===== src/rtl/alu_arbiter.sv =====
// alu_arbiter: round-robin arbiter/sequencer sharing a single alu_top between
// N requesters. One transaction at a time: grant, start the ALU, wait for done
// (or a timeout), then return the result to the granted requester.
module alu_arbiter #(
    parameter int N       = 4,
    parameter int TIMEOUT = 64,
    parameter int CW      = 7
) (
    input  logic             clk,
    input  logic             reset,
    input  logic [N-1:0]     req,
    input  logic [3*N-1:0]   req_op,
    input  logic [8*N-1:0]   req_a,
    input  logic [8*N-1:0]   req_b,
    output logic [N-1:0]     ack,
    output logic [N-1:0]     rsp_valid,
    output logic [15:0]      rsp_result,
    output logic             rsp_timeout,
    output logic             busy,
    output logic             alu_start,
    output logic [2:0]       alu_op,
    output logic [7:0]       alu_a,
    output logic [7:0]       alu_b,
    input  logic             alu_done,
    input  logic [15:0]      alu_result
);

    localparam int GW = (N > 1) ? $clog2(N) : 1;
    localparam logic [N-1:0]  ONE   = N'(1);
    localparam logic [CW-1:0] LIMIT = CW'(TIMEOUT - 1);

    typedef enum logic [1:0] {
        IDLE,
        ISSUE,
        WAIT,
        RESP
    } state_t;

    state_t         state_q, state_d;

    logic [GW-1:0]  grant_q, grant_d;
    logic [GW-1:0]  last_grant_q, last_grant_d;
    logic [CW-1:0]  cnt_q, cnt_d;

    logic [N-1:0]   ack_q, ack_d;
    logic [N-1:0]   rsp_valid_q, rsp_valid_d;
    logic [15:0]    rsp_result_q, rsp_result_d;
    logic           rsp_timeout_q, rsp_timeout_d;
    logic           busy_q, busy_d;
    logic           alu_start_q, alu_start_d;
    logic [2:0]     alu_op_q, alu_op_d;
    logic [7:0]     alu_a_q, alu_a_d;
    logic [7:0]     alu_b_q, alu_b_d;

    logic           pick_valid;
    logic [GW-1:0]  pick_idx;
    int unsigned    cand;
    int unsigned    sel;

    // Round-robin pick: first pending request after last_grant, with wrap.
    always_comb begin
        pick_valid = 1'b0;
        pick_idx   = '0;
        cand       = 0;
        for (int unsigned i = 0; i < unsigned'(N); i++) begin
            cand = (32'(last_grant_q) + 32'd1 + i) % unsigned'(N);
            if (!pick_valid && req[cand]) begin
                pick_valid = 1'b1;
                pick_idx   = GW'(cand);
            end
        end
    end

    // State register.
    always_ff @(posedge clk or posedge reset) begin
        if (reset) begin
            state_q <= IDLE;
        end else begin
            state_q <= state_d;
        end
    end

    // Next-state logic; in WAIT a done takes precedence over the timeout.
    always_comb begin
        state_d = state_q;
        case (state_q)
            IDLE:    if (pick_valid) state_d = ISSUE;
            ISSUE:   state_d = WAIT;
            WAIT:    if (alu_done || (cnt_q == LIMIT)) state_d = RESP;
            RESP:    state_d = IDLE;
            default: state_d = IDLE;
        endcase
    end

    // Output/datapath next values; every output is registered from these.
    always_comb begin
        grant_d       = grant_q;
        last_grant_d  = last_grant_q;
        cnt_d         = cnt_q;
        ack_d         = '0;
        rsp_valid_d   = '0;
        rsp_result_d  = rsp_result_q;
        rsp_timeout_d = rsp_timeout_q;
        alu_start_d   = 1'b0;
        alu_op_d      = alu_op_q;
        alu_a_d       = alu_a_q;
        alu_b_d       = alu_b_q;
        busy_d        = (state_d != IDLE);
        sel           = 32'(pick_idx);
        case (state_q)
            IDLE: begin
                if (pick_valid) begin
                    grant_d  = pick_idx;
                    ack_d    = ONE << pick_idx;
                    alu_op_d = req_op[3*sel +: 3];
                    alu_a_d  = req_a[8*sel +: 8];
                    alu_b_d  = req_b[8*sel +: 8];
                end
            end
            ISSUE: begin
                alu_start_d = 1'b1;
                cnt_d       = '0;
            end
            WAIT: begin
                if (alu_done) begin
                    rsp_result_d  = alu_result;
                    rsp_timeout_d = 1'b0;
                    rsp_valid_d   = ONE << grant_q;
                end else if (cnt_q == LIMIT) begin
                    rsp_result_d  = '0;
                    rsp_timeout_d = 1'b1;
                    rsp_valid_d   = ONE << grant_q;
                end else begin
                    cnt_d = cnt_q + 1'b1;
                end
            end
            RESP: begin
                last_grant_d = grant_q;
            end
            default: ;
        endcase
    end

    // Datapath and output registers.
    always_ff @(posedge clk or posedge reset) begin
        if (reset) begin
            grant_q       <= '0;
            last_grant_q  <= GW'(N - 1);
            cnt_q         <= '0;
            ack_q         <= '0;
            rsp_valid_q   <= '0;
            rsp_result_q  <= '0;
            rsp_timeout_q <= 1'b0;
            busy_q        <= 1'b0;
            alu_start_q   <= 1'b0;
            alu_op_q      <= '0;
            alu_a_q       <= '0;
            alu_b_q       <= '0;
        end else begin
            grant_q       <= grant_d;
            last_grant_q  <= last_grant_d;
            cnt_q         <= cnt_d;
            ack_q         <= ack_d;
            rsp_valid_q   <= rsp_valid_d;
            rsp_result_q  <= rsp_result_d;
            rsp_timeout_q <= rsp_timeout_d;
            busy_q        <= busy_d;
            alu_start_q   <= alu_start_d;
            alu_op_q      <= alu_op_d;
            alu_a_q       <= alu_a_d;
            alu_b_q       <= alu_b_d;
        end
    end

    assign ack         = ack_q;
    assign rsp_valid   = rsp_valid_q;
    assign rsp_result  = rsp_result_q;
    assign rsp_timeout = rsp_timeout_q;
    assign busy        = busy_q;
    assign alu_start   = alu_start_q;
    assign alu_op      = alu_op_q;
    assign alu_a       = alu_a_q;
    assign alu_b       = alu_b_q;

endmodule


===== config.mk =====
export PLATFORM = sky130hd
export DESIGN_NAME = alu_arbiter
export DESIGN_NICKNAME = d
export VERILOG_FILES = /design/src/rtl/alu_arbiter.sv
export SDC_FILE = /design/constraint.sdc
export NUM_CORES = 1
export LEC_CHECK = 0
export CORE_ASPECT_RATIO = 1.75
export CORE_UTILIZATION = 32
export CTS_CLUSTER_SIZE = 8
export DETAILED_ROUTE_END_ITERATION = 7
export PLACE_DENSITY = 0.66
export SYNTH_ARGS = -nofsm -noshare
export SYNTH_HDL_FRONTEND = slang
export SYNTH_SLANG_ARGS = --single-unit

===== constraint.sdc =====
create_clock -name clk -period 4.5 [get_ports clk]
set_clock_uncertainty 0.2 [all_clocks]
set_input_delay 0.675 -clock clk [delete_from_list [all_inputs] [get_ports clk]]
set_output_delay 0.675 -clock clk [all_outputs]
set_load 0.05 [all_outputs]

**Run 1: supply network**

Scale bar: 20 um. Pins as bars on the die edge. Tap cells in grey.
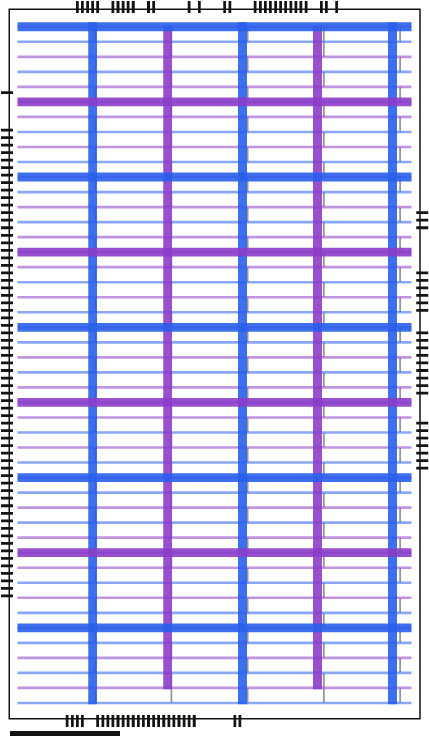
VSS -> blue
VDD -> purple
rows = 45
tap cells = 117
met5 straps = 9
signal pins = 145
Max VDD drop: 0.000339 V
core box area: 8730 um^2
chip height: 128 um
Die Wd: 74.1 um

**Run 1: cells coloured by class**

Scale bar: 20 um.
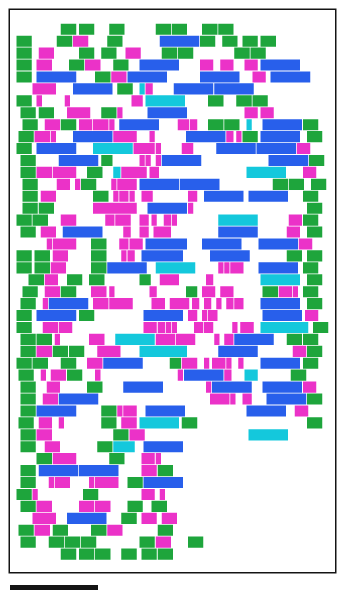
clock drivers and dummy loads -> cyan  # cells 16, share of their area 6.9%
remaining buffers and delay cells -> green  # cells 148, share of their area 32%
remaining logic cells -> magenta  # cells 171, share of their area 29%
sequential cells -> blue  # cells 59, share of their area 32%
Util after Layout: 0.545
sequential cell area share: 0.311
Rows: 45
post-route cell area: 4760 um^2

==> summary.txt, run 1 <==
impl run done, here's what came out: yosys cell count=244, Top area cell types=dfrtp_1 (49%), mux2i_1 (14%), o221ai_2 (5.2%), Detailed Place HPWL=5.72 mm, Yosys chip area=2910 um^2, M3 GR Usage=0.0582, Vias/cell=4.84, Yosys top cell by area=dfrtp_1, CTS Root Cell=clkbuf_16, most common cell in the netlist=dfrtp_1, n_diodes=0, Max Slew Vio Count=0, most used routing layer=met2, Yosys cell types=38, DP Cell Count=495, Log Warnings=29, first-pass GRT wire length=12.4 mm, sw frac=0.434, Synth warnings=0, Final Hold Fails=0, top cell type's share of synthesized area=0.490, ANT nets after route=0, minimum clock period after layout=2850 ps, HP Class=reg2reg, RR Startpoint=state_q[0], Buf/Inv on CP=2, DR iter-0 viols=76, Worst setup SP type=primary input, CP top delay family=buffers and inverters, CTS tree=built, TNS Setup=0 ps, die area=9500 um^2, most frequent logic cell in the layout=clkdlybuf4s50_1, Port Buffer Count=144, Reg power frac=0.259, Comb area=1310 um^2, largest net degree at the start of global routing=45, first-pass iteration count of the detailed router=4, P_leak=2.09 nW, syn avg cell area=11.9 um^2, clock transition at the registers of the reported paths=50 ps, cell area after synthesis=2910 um^2, reg2reg path depth=6, Worst Path Class, Setup=in2reg, asr flop ratio synth=1.00, Seq group=0.903 mW, Seq/Total Area, Yosys=0.508, layout cells sized above 1=0.0939, pre-CTS setup slack=1300 ps, GP Congestion=0.740, Arr. time, crit path=2820 ps, clk ins delay skew pair=320 ps, P_comb=1.86 mW, cts bufs inserted=9, Gate Count Post-Synth=244, run status=complete, no violations, PwrDens=734 nW/um^2, Max Clock Freq=0.351 GHz, initial antenna violation count=0, CP max stage delay=520 ps, Residual DRC=0, r2r endpoint=alu_b[6], hold path startpoint=alu_a[5], final period utilization=0.633, maximum clock path buffer count=2, most frequent cells in the layout=clkdlybuf4s50_1 (144), dfrtp_1 (57), mux2i_1 (40), nand2_1 (31), a22o_1 (16), CP max stage cell=buf_4, Final #Nets=493, Top pwr grp=combinational cells, fin cells=511, EDFF count, synth=0, grt met1 use=0.179, NetSw=1.52 mW, setup slack, reg-to-reg=1950 ps, Floorplan Nets=348, vias in the first global route=2698, setup ws final=1650 ps, internal power=1.98 mW, Seq cells post-synth=59, max-cap violations=0, Pwr Total=3.49 mW, Min-Delay Endpoint=alu_a[5], Routed WL=7.65 mm, routing usage on met2=0.317, Seq. cell area=1480 um^2, slew margin rel.=0.366, final setup violation count=0, I/O Pins=145, critical path depth=7, main flop type=dfrtp_1, hold buffers post-CTS=0, Critical Path Source=req[1], Placed Area=4440 um^2, Post-CTS Setup Inserts=0, worst-path fanout max=30, grt ovf=0, floorplan-stage core utilization=0.333, total clock sinks=59, unrepaired setup endpoints after global routing=false, max FFs per register=16, Slew @ Worst Pin=949 ps, H-tree depth=3, top cells by count=dfrtp_1 (57), mux2i_1 (40), nand2_1 (31), Combinational Power Share=0.533, Setup crit end kind=flop, cells along the critical path=clkdlybuf4s50_1 -> a21oi_1 -> a31oi_1 -> a21oi_4 -> buf_4 -> mux2i_1 -> o221ai_2, Area Growth Syn to Fin=63.5%, WHS Path Cells=2, post-cts sizing count=0, fill cell total of the finished layout=772, final hold slack=287 ps, Worst setup endpoint=alu_b[6], CP Data Required Time=4470 ps
**Run 1: routed clock nets over the placement**

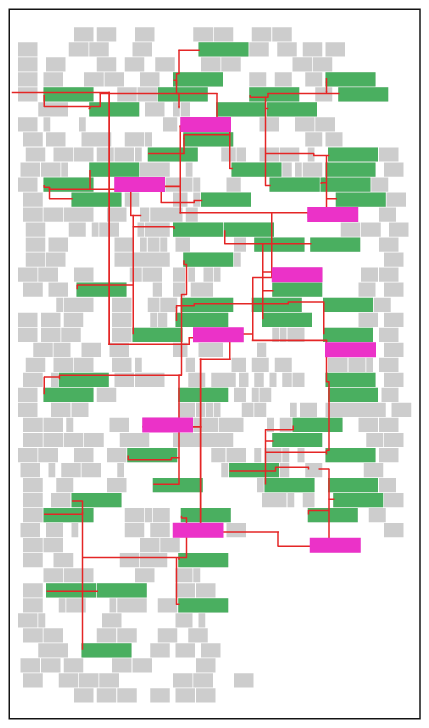
clock wires -> red  # length 830 um
flip-flops -> green  # count 59
clock-net drivers -> magenta  # count 9
routed clock nets = 10
clock-net power: 0.729 mW
Clk pwr share: 0.209

**Run 1: routed metal, one colour a layer**

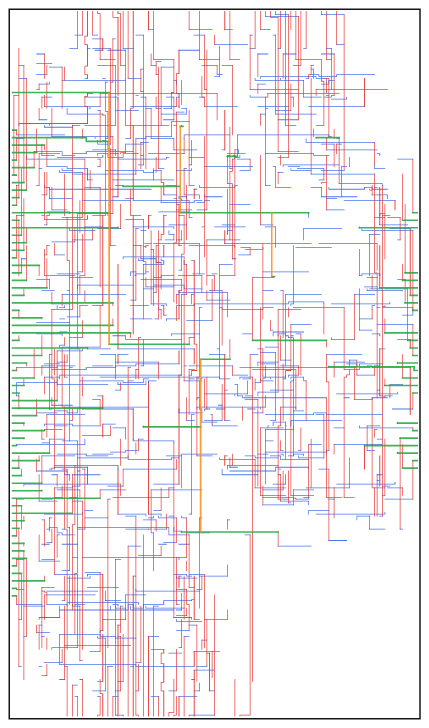
M4 -> orange  # wire length 104 um
M1 -> blue  # wire length 2800 um
M3 -> green  # wire length 520 um
M2 -> red  # wire length 4220 um
Total GRT Usage: 0.174
WL/cell: 15.0 um
vias: 2471

-- run 1: cells by family (layout without fill, tap and decap cells) --
group,after synthesis,in the layout,synth area share
DFF,59,59,0.508
and+or+nand+nor,59,59,0.0972
AOI/OAI and AO/OA,53,53,0.174
muxes,41,41,0.141
buffers and inverters,23,173,0.0460
adders and majority gates,5,5,0.0215
xor gates and xnor gates,4,4,0.0120
-- run 1: routing by layer --
metal  part of all wire  vias up
li1                   -     1188
met1               0.37     1169
met2               0.55      104
met3              0.068       10
met4              0.014        0
met5                  0        -
-- run 1: final cells by class --
cell class,instances,share of cell area
clock inverter,4,0.0155
sequential,59,0.311
tap,117,0.0308
clock buffer,12,0.0518
multi-input combinational,162,0.275
inverter,9,0.00710
timing repair buffer,148,0.309
**Run 1: track usage over the die**

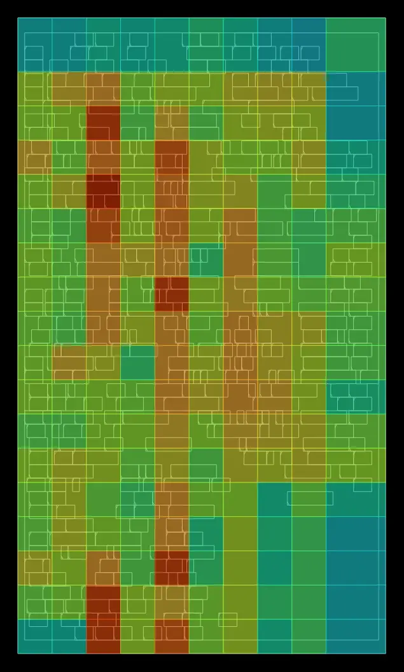

==> run 2, diff against run 1 <==
==> constraint.sdc (replaced) <==
create_clock -name clk -period 2.69 [get_ports clk]
set_clock_uncertainty 0.2 [all_clocks]
set_input_delay 0.4035 -clock clk [delete_from_list [all_inputs] [get_ports clk]]
set_output_delay 0.4035 -clock clk [all_outputs]
set_load 0.05 [all_outputs]
**Run 2: track usage over the die**

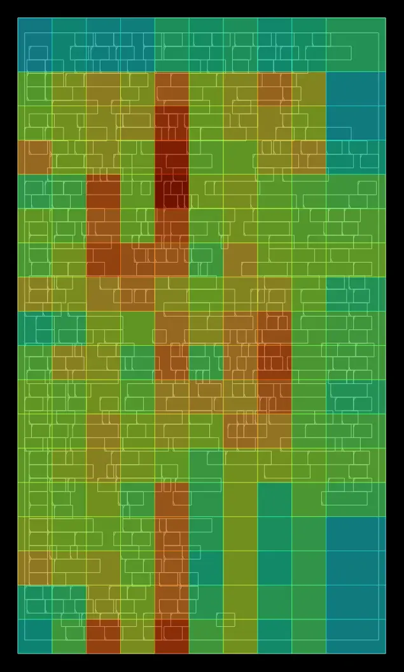
WL/cell: 15.0 um
routing usage on met2: 0.329

**Run 2: routed metal, one colour a layer**

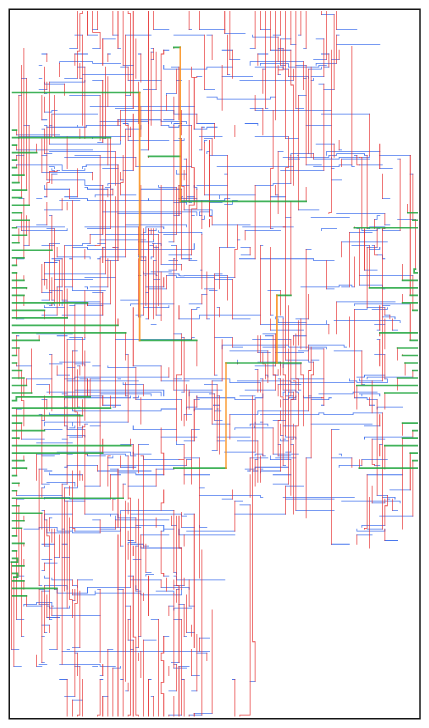
M2 -> red  # wire length 4340 um
M3 -> green  # wire length 480 um
M4 -> orange  # wire length 104 um
M1 -> blue  # wire length 2790 um
Total GRT Usage: 0.175
Routed WL: 7.72 mm

**Run 2: supply network**

Scale bar: 20 um. Pins as bars on the die edge. Tap cells in grey.
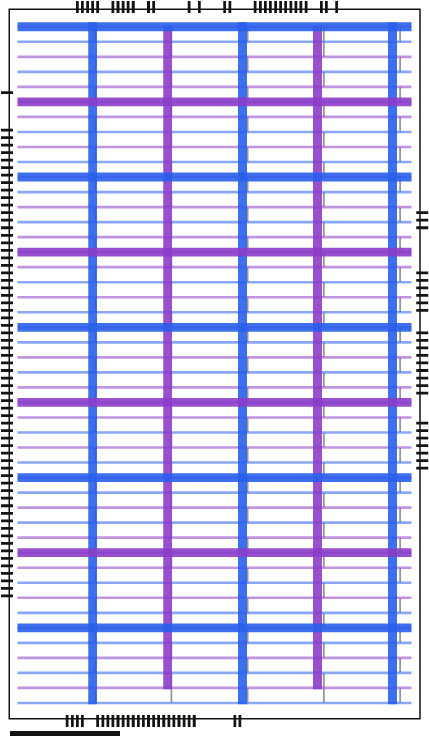
Max VDD drop: 0.000810 V

==> summary.txt, run 2 <==
impl run done, here's what came out: run status=complete, no violations, Worst Path Class, Setup=reg2out, largest net degree at the start of global routing=60, Worst setup endpoint=alu_b[1], most frequent logic cell in the layout=clkdlybuf4s50_1, Final Hold Fails=0, Worst setup SP type=flop, M1 WL=2.79 mm, asr flop ratio synth=1.00, setup slack, reg-to-reg=610 ps, Floorplan Nets=348, Arr. time, crit path=1510 ps, aoi share=0.174, hold buffers post-CTS=0, Buf/Inv on CP=1, PwrDens=1230 nW/um^2, fill cell total of the finished layout=770, Seq. cell area=1480 um^2, Residual DRC=0, Rows=45, r2r endpoint=alu_op[1], max-cap violations=0, pre-CTS setup slack=256 ps, core box area=8730 um^2, EDFF count, synth=0, H-tree depth=3, Yosys chip area=2910 um^2, Adder Area Share=0.0215, vias in the first global route=2684, unrepaired setup endpoints after global routing=false, layout cells sized above 1=0.104, Log Warnings=29, most common cell in the netlist=dfrtp_1, post-cts sizing count=0, Reg power frac=0.256, Die Wd=74.1 um, Detailed Place HPWL=5.77 mm, cts bufs inserted=9, cell area after synthesis=2910 um^2, worst-path fanout max=2, Gate Count Post-Synth=244, Top pwr grp=combinational cells, die area=9500 um^2, RR Startpoint=state_q[0], Area Growth Syn to Fin=65.2%, Top area cell types=dfrtp_1 (49%), mux2i_1 (14%), o221ai_2 (5.2%), Yosys cell types=38, cells along the critical path=clkdlybuf4s50_1, final setup violation count=0, metal3 WL=480 um, CTS Root Cell=clkbuf_16, Clk pwr share=0.211, reg2reg path depth=7, Slew @ Worst Pin=642 ps, Synth warnings=0, total clock sinks=59, CP Data Required Time=2090 ps, DR top layer=met4, chip height=128 um, final hold slack=275 ps, most frequent cells in the layout=clkdlybuf4s50_1 (144), dfrtp_1 (57), mux2i_1 (40), nand2_1 (31), a22o_1 (16), DR iter-0 viols=74, TNS Setup=0 ps, clock transition at the registers of the reported paths=50 ps, NetSw=2.55 mW, Pwr Total=5.91 mW, floorplan-stage core utilization=0.333, ANT nets after route=0, P_leak=2.11 nW, max FFs per register=16, Seq cells post-synth=59, Comb area=1310 um^2, GP Congestion=0.753, xor+xnor area frac=0.0120, Yosys top cell by area=dfrtp_1, Max Clock Freq=0.473 GHz, HP Class=in2async, initial antenna violation count=0, Port Buffer Count=144, setup ws final=575 ps, CP top delay family=buffers and inverters, Main logic family=AND-OR/OR-AND gates, critical path depth=1, CTS tree=built, Critical Path Source=alu_b[1], Vias/cell=4.84, Met2 Routed Length=4.34 mm, CP max stage cell=clkdlybuf4s50_1, most used routing layer=met2, Placed Area=4480 um^2, fin cells=513, first-pass iteration count of the detailed router=4, minimum clock period after layout=2110 ps, DP Cell Count=497, simple-gate share of the synthesized area=0.0972, first-pass GRT wire length=12.4 mm, syn avg cell area=11.9 um^2, maximum clock path buffer count=2, Max Slew Vio Count=0, I/O Pins=145, n_diodes=0, P_comb=3.15 mW, Setup crit end kind=output port, grt ovf=0, grt met1 use=0.176, vias=2481, post-route cell area=4810 um^2
run 2: netlist changes by cell type in the layout (fill, tap and decap cells not counted), sizes merged:
cell	change
buf	+2
clkbuf	-1
clkinv	+1
run 2: cell type report:
type                       count  area share
timing repair buffer         150       0.314
sequential                    59       0.308
multi-input combinational    162       0.272
clock buffer                  11      0.0526
tap                          117      0.0305
clock inverter                 5      0.0156
inverter                       9     0.00703
run 2: cell families (layout without fill, tap and decap cells):
group                    after synthesis  count (layout)
adder cells (fa/ha/maj)                5               5
AND/OR/NAND/NOR                       59              59
AND-OR/OR-AND                         53              53
XOR/XNOR                               4               4
buffers and inverters                 23             175
flip-flops                            59              59
multiplexers                          41              41
Power and IR drop assume default switching activity.
